**Sequential cells coloured by netlist name**

Scale bar: 20 um.
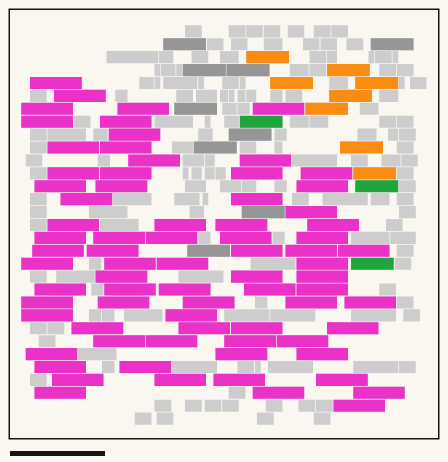
**Routing congestion map**

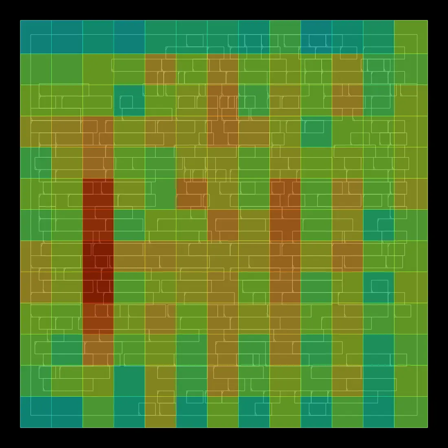
**A small window of the routed layout**

Scale bar: 5 um. Region (35, 53) to (55, 73) um. Cells in grey, sequential cells in the stronger grey; small squares are vias.
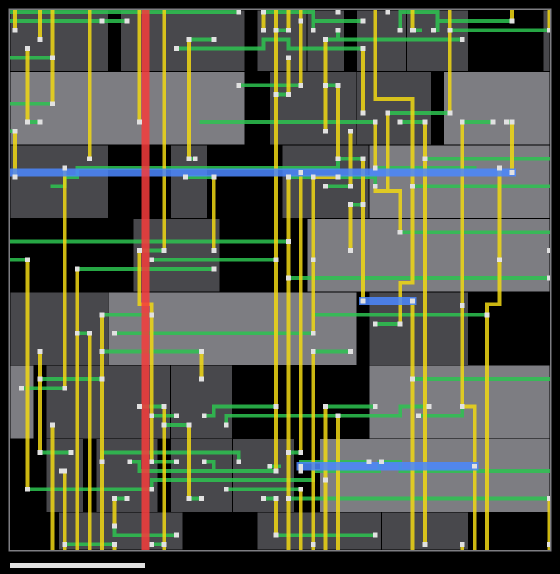
**Metal layers overlaid**

Scale bar: 20 um.
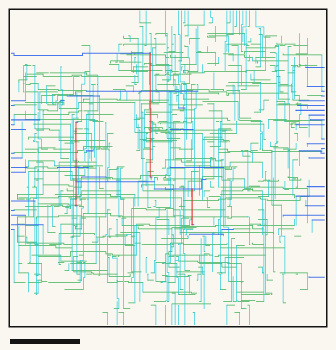
**Gate-type map**

Scale bar: 20 um.
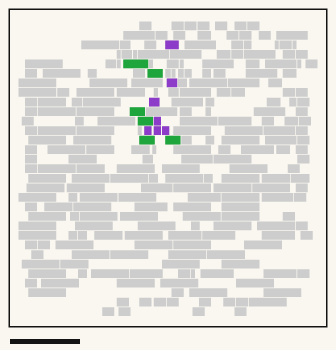
==> src/rtl/alu_cmd_issue.sv <==
// alu_cmd_issue: command buffer and result register in front of a
// combinational 8-bit ALU.
//
// Commands {a, b, opcode} arrive on a valid/ready handshake and queue in a
// DEPTH-entry FIFO. The FIFO head drives the ALU inputs directly. The ALU
// output is captured, along with a zero flag and the producing opcode, into
// a single result slot that has its own valid/ready handshake.
//
// Ports:
//   clk, rst            clock (rising edge), asynchronous active-high reset
//   cmd_valid/cmd_ready command handshake; cmd_ready = FIFO not full
//   cmd_a, cmd_b        command operands
//   cmd_opcode          command ALU opcode
//   alu_a, alu_b        FIFO head operands to the ALU (stale when empty)
//   alu_opcode          FIFO head opcode to the ALU
//   alu_result          combinational ALU output
//   res_valid/res_ready result slot handshake
//   res_data            captured ALU result
//   res_opcode          opcode that produced res_data
//   res_zero            res_data == 0
//   level               FIFO occupancy, 0..DEPTH
module alu_cmd_issue #(
  parameter int unsigned DEPTH = 4,
  parameter int unsigned PTR_W = 2
) (
  input  logic             clk,
  input  logic             rst,
  input  logic             cmd_valid,
  output logic             cmd_ready,
  input  logic [7:0]       cmd_a,
  input  logic [7:0]       cmd_b,
  input  logic [2:0]       cmd_opcode,
  output logic [7:0]       alu_a,
  output logic [7:0]       alu_b,
  output logic [2:0]       alu_opcode,
  input  logic [7:0]       alu_result,
  output logic             res_valid,
  input  logic             res_ready,
  output logic [7:0]       res_data,
  output logic [2:0]       res_opcode,
  output logic             res_zero,
  output logic [PTR_W:0]   level
);

  localparam int unsigned DATA_W = 8;
  localparam int unsigned OP_W   = 3;
  localparam int unsigned LVL_W  = PTR_W + 1;

  typedef struct packed {
    logic [DATA_W-1:0] a;
    logic [DATA_W-1:0] b;
    logic [OP_W-1:0]   op;
  } cmd_t;

  // FIFO storage: deliberately left without reset
  cmd_t r_mem [DEPTH];

  logic [PTR_W-1:0]  r_wr_ptr;
  logic [PTR_W-1:0]  r_rd_ptr;
  logic [LVL_W-1:0]  r_level;

  logic              r_res_valid;
  logic [DATA_W-1:0] r_res_data;
  logic [OP_W-1:0]   r_res_opcode;
  logic              r_res_zero;

  logic              w_full;
  logic              w_empty;
  logic              w_push;
  logic              w_pop;
  logic              w_slot_free;
  cmd_t              w_wr_entry;
  cmd_t              w_head;

  // Occupancy flags come straight from the level counter
  assign w_full  = (r_level == LVL_W'(DEPTH));
  assign w_empty = (r_level == '0);

  // Push depends only on full; a pop in the same cycle does not open a slot
  assign w_push = cmd_valid && !w_full;

  // Slot is free if empty or being drained this cycle
  assign w_slot_free = !r_res_valid || res_ready;
  assign w_pop       = !w_empty && w_slot_free;

  assign w_wr_entry = '{a: cmd_a, b: cmd_b, op: cmd_opcode};
  assign w_head     = r_mem[r_rd_ptr];

  // Storage write
  always_ff @(posedge clk) begin
    if (w_push) begin
      r_mem[r_wr_ptr] <= w_wr_entry;
    end
  end

  // Pointers wrap naturally since DEPTH is a power of two
  always_ff @(posedge clk or posedge rst) begin
    if (rst) begin
      r_wr_ptr <= '0;
      r_rd_ptr <= '0;
    end else begin
      if (w_push) begin
        r_wr_ptr <= r_wr_ptr + PTR_W'(1);
      end
      if (w_pop) begin
        r_rd_ptr <= r_rd_ptr + PTR_W'(1);
      end
    end
  end

  // Occupancy: simultaneous push and pop leaves level unchanged
  always_ff @(posedge clk or posedge rst) begin
    if (rst) begin
      r_level <= '0;
    end else begin
      case ({w_push, w_pop})
        2'b10:   r_level <= r_level + LVL_W'(1);
        2'b01:   r_level <= r_level - LVL_W'(1);
        default: r_level <= r_level;
      endcase
    end
  end

  // Result slot: capture on pop, clear valid on drain without refill
  always_ff @(posedge clk or posedge rst) begin
    if (rst) begin
      r_res_valid  <= 1'b0;
      r_res_data   <= '0;
      r_res_opcode <= '0;
      r_res_zero   <= 1'b0;
    end else if (w_pop) begin
      r_res_valid  <= 1'b1;
      r_res_data   <= alu_result;
      r_res_opcode <= w_head.op;
      r_res_zero   <= (alu_result == '0);
    end else if (r_res_valid && res_ready) begin
      r_res_valid  <= 1'b0;
    end
  end

  // Simulation checks: history of the held result
  logic                           r_chk_hold;
  logic [DATA_W+OP_W:0]           r_chk_res;

  always_ff @(posedge clk or posedge rst) begin
    if (rst) begin
      r_chk_hold <= 1'b0;
      r_chk_res  <= '0;
    end else begin
      r_chk_hold <= r_res_valid && !res_ready;
      r_chk_res  <= {r_res_data, r_res_opcode, r_res_zero};
    end
  end

  always_ff @(posedge clk) begin
    if (!rst) begin
      a_no_push_full: assert (!(w_push && w_full));
      a_no_pop_empty: assert (!(w_pop && w_empty));
      if (r_chk_hold) begin
        a_res_stable: assert ({r_res_data, r_res_opcode, r_res_zero} == r_chk_res);
      end
    end
  end

  assign cmd_ready  = !w_full;
  assign alu_a      = w_head.a;
  assign alu_b      = w_head.b;
  assign alu_opcode = w_head.op;
  assign res_valid  = r_res_valid;
  assign res_data   = r_res_data;
  assign res_opcode = r_res_opcode;
  assign res_zero   = r_res_zero;
  assign level      = r_level;

endmodule

==> config.mk <==
export PLATFORM = sky130hd
export DESIGN_NAME = alu_cmd_issue
export DESIGN_NICKNAME = d
export VERILOG_FILES = /design/src/rtl/alu_cmd_issue.sv
export SDC_FILE = /design/constraint.sdc
export NUM_CORES = 1
export LEC_CHECK = 0
export CORE_MARGIN = 2
export CORE_UTILIZATION = 50
export CTS_BUF_LIST = sky130_fd_sc_hd__clkbuf_4
export DETAILED_ROUTE_END_ITERATION = 6
export PLACE_DENSITY_LB_ADDON = 0.25
export SLEW_MARGIN = 5
export SYNTH_ARGS = -nofsm -noshare
export SYNTH_HDL_FRONTEND = slang
export SYNTH_SLANG_ARGS = --single-unit
==> constraint.sdc <==
create_clock -name clk -period 4.69 [get_ports clk]
set_input_delay 0.938 -clock clk [delete_from_list [all_inputs] [get_ports clk]]
set_output_delay 0.938 -clock clk [all_outputs]
set_load 0.01 [all_outputs]
==> flow_summary.ini <==
; implementation run metrics
[synthesis]
top_cells_by_count = edfxtp_1, dfrtp_1, mux2_2, mux4_1
synthDominantCellAreaShare_pct = 61.46
synthesis.nets = 207
ys_sh_aoi_pct = 0.1348
synth_cells = 170
ys.warnings.count = 0
synth_flops = 96
syn_area_um2 = 3714
async_reset_ff_share_pct = 20.83
avgSynthCellArea_um2 = 21.84

[sta]
tns_ps = 0
rsz0062_at_grt = no
tightestPinTransition_ps = 1081
period_used_pct = 77.94
clock.fmax_mhz = 273.6
slew_headroom_pct = 27.95
layout_setup_ws_ps = 1035

[power_and_ir_drop]
power.internal_mw = 1.920
p_comb_mw = 0.984
powerDensity_nw_per_um2 = 584.7
p_leak_nw = 1.661
clockPowerShare_pct = 15.8
powerSeq_mw = 1.29
pwr-share-seq_pct = 47.7
vdd_drop_max_uv = 307.9
p_comb_share_pct = 36.5
swShare_pct = 28.76

[grt]
overflow = 0
grt_use_met2_pct = 25.69
antenna_found_initial = 0

[layout]
ff_count = 96
nMultiInputCombCells = 60
largest_cell_class = registers
lay_top_count = edfxtp_1
area_growth_syn_to_layout_pct = 24.16
instances_no_fill = 348
final_cell_mix = edfxtp_1, clkdlybuf4s50_1, dfrtp_1
nClkBuffers = 12

[drt]
postRouteAntennaNets = 0
dr.max_layer_used = met4
wl_met1_um = 2566
viasPerCell = 5.190
first_iter_violations = 151
dr.pass1.iters = 4

[floorplanning]
die_h_um = 90.18
tap-cell-count = 99
fp-row-count = 31
core_um2 = 7214
io_pins = 67

[worst_setup_path]
startpoint_type = flop
rrSetupSlack_ps = 2490
max_stage_delay_ps = 970
path_cells = buf_4, mux4_2, clkdlybuf4s50_1
crit_fanout = 17
reg2reg_depth = 9
cp-startpoint = r_rd_ptr[0]$_DFFE_PP0P_

[clocking]
clk_latency_ps = 410
cts_resized = 0
htreeDepth = 3
cts_sinks = 96
numCtsBuffers = 9

[outcome]
outcome = completed

[placed_design]
gp_congestion = 0.6642
dp_hpwl_um = 3818
dpl_cell_area_um2 = 4473

[hold_path]
worstHoldEndpoint = res_data[7]$_DFFE_PP0P_
holdCritStartpoint = res_data[7]$_DFFE_PP0P_

[job]
warning_count = 29
About 'sequential cells coloured by netlist name':
`res_data`: in orange, flops 8, where top right. `r_mem`: in magenta, flops 76. `res_opcode`: in green, flops 3.

About 'routing congestion map':
GR peak layer: met2
GR Layer Usage met1: 20.82%

About 'a small window of the routed layout':
M2: in yellow. M4: in red. M3: in blue. M1: in green.
Sequential cells in the window: 6. Netlist names of flops here include `r_mem` (2). 28 logic cells have their middle in the window. Most frequent: ha_1 (5), and3_1 (4), dfrtp_1 (4).

About 'metal layers overlaid':
M2: in cyan, wire length 3050 um. M1: in green, wire length 2570 um. M4: in red, wire length 69.4 um. M3: in blue, wire length 334 um.
Vias: 1806
All-Layer GR Usage: 15.91%
WL per Instance: 17.29 um

About 'gate-type map':
fa/ha/maj cells: in green, cells 6. and/or cells: in purple, cells 7.

Power is estimated from default activity; no workload was simulated.
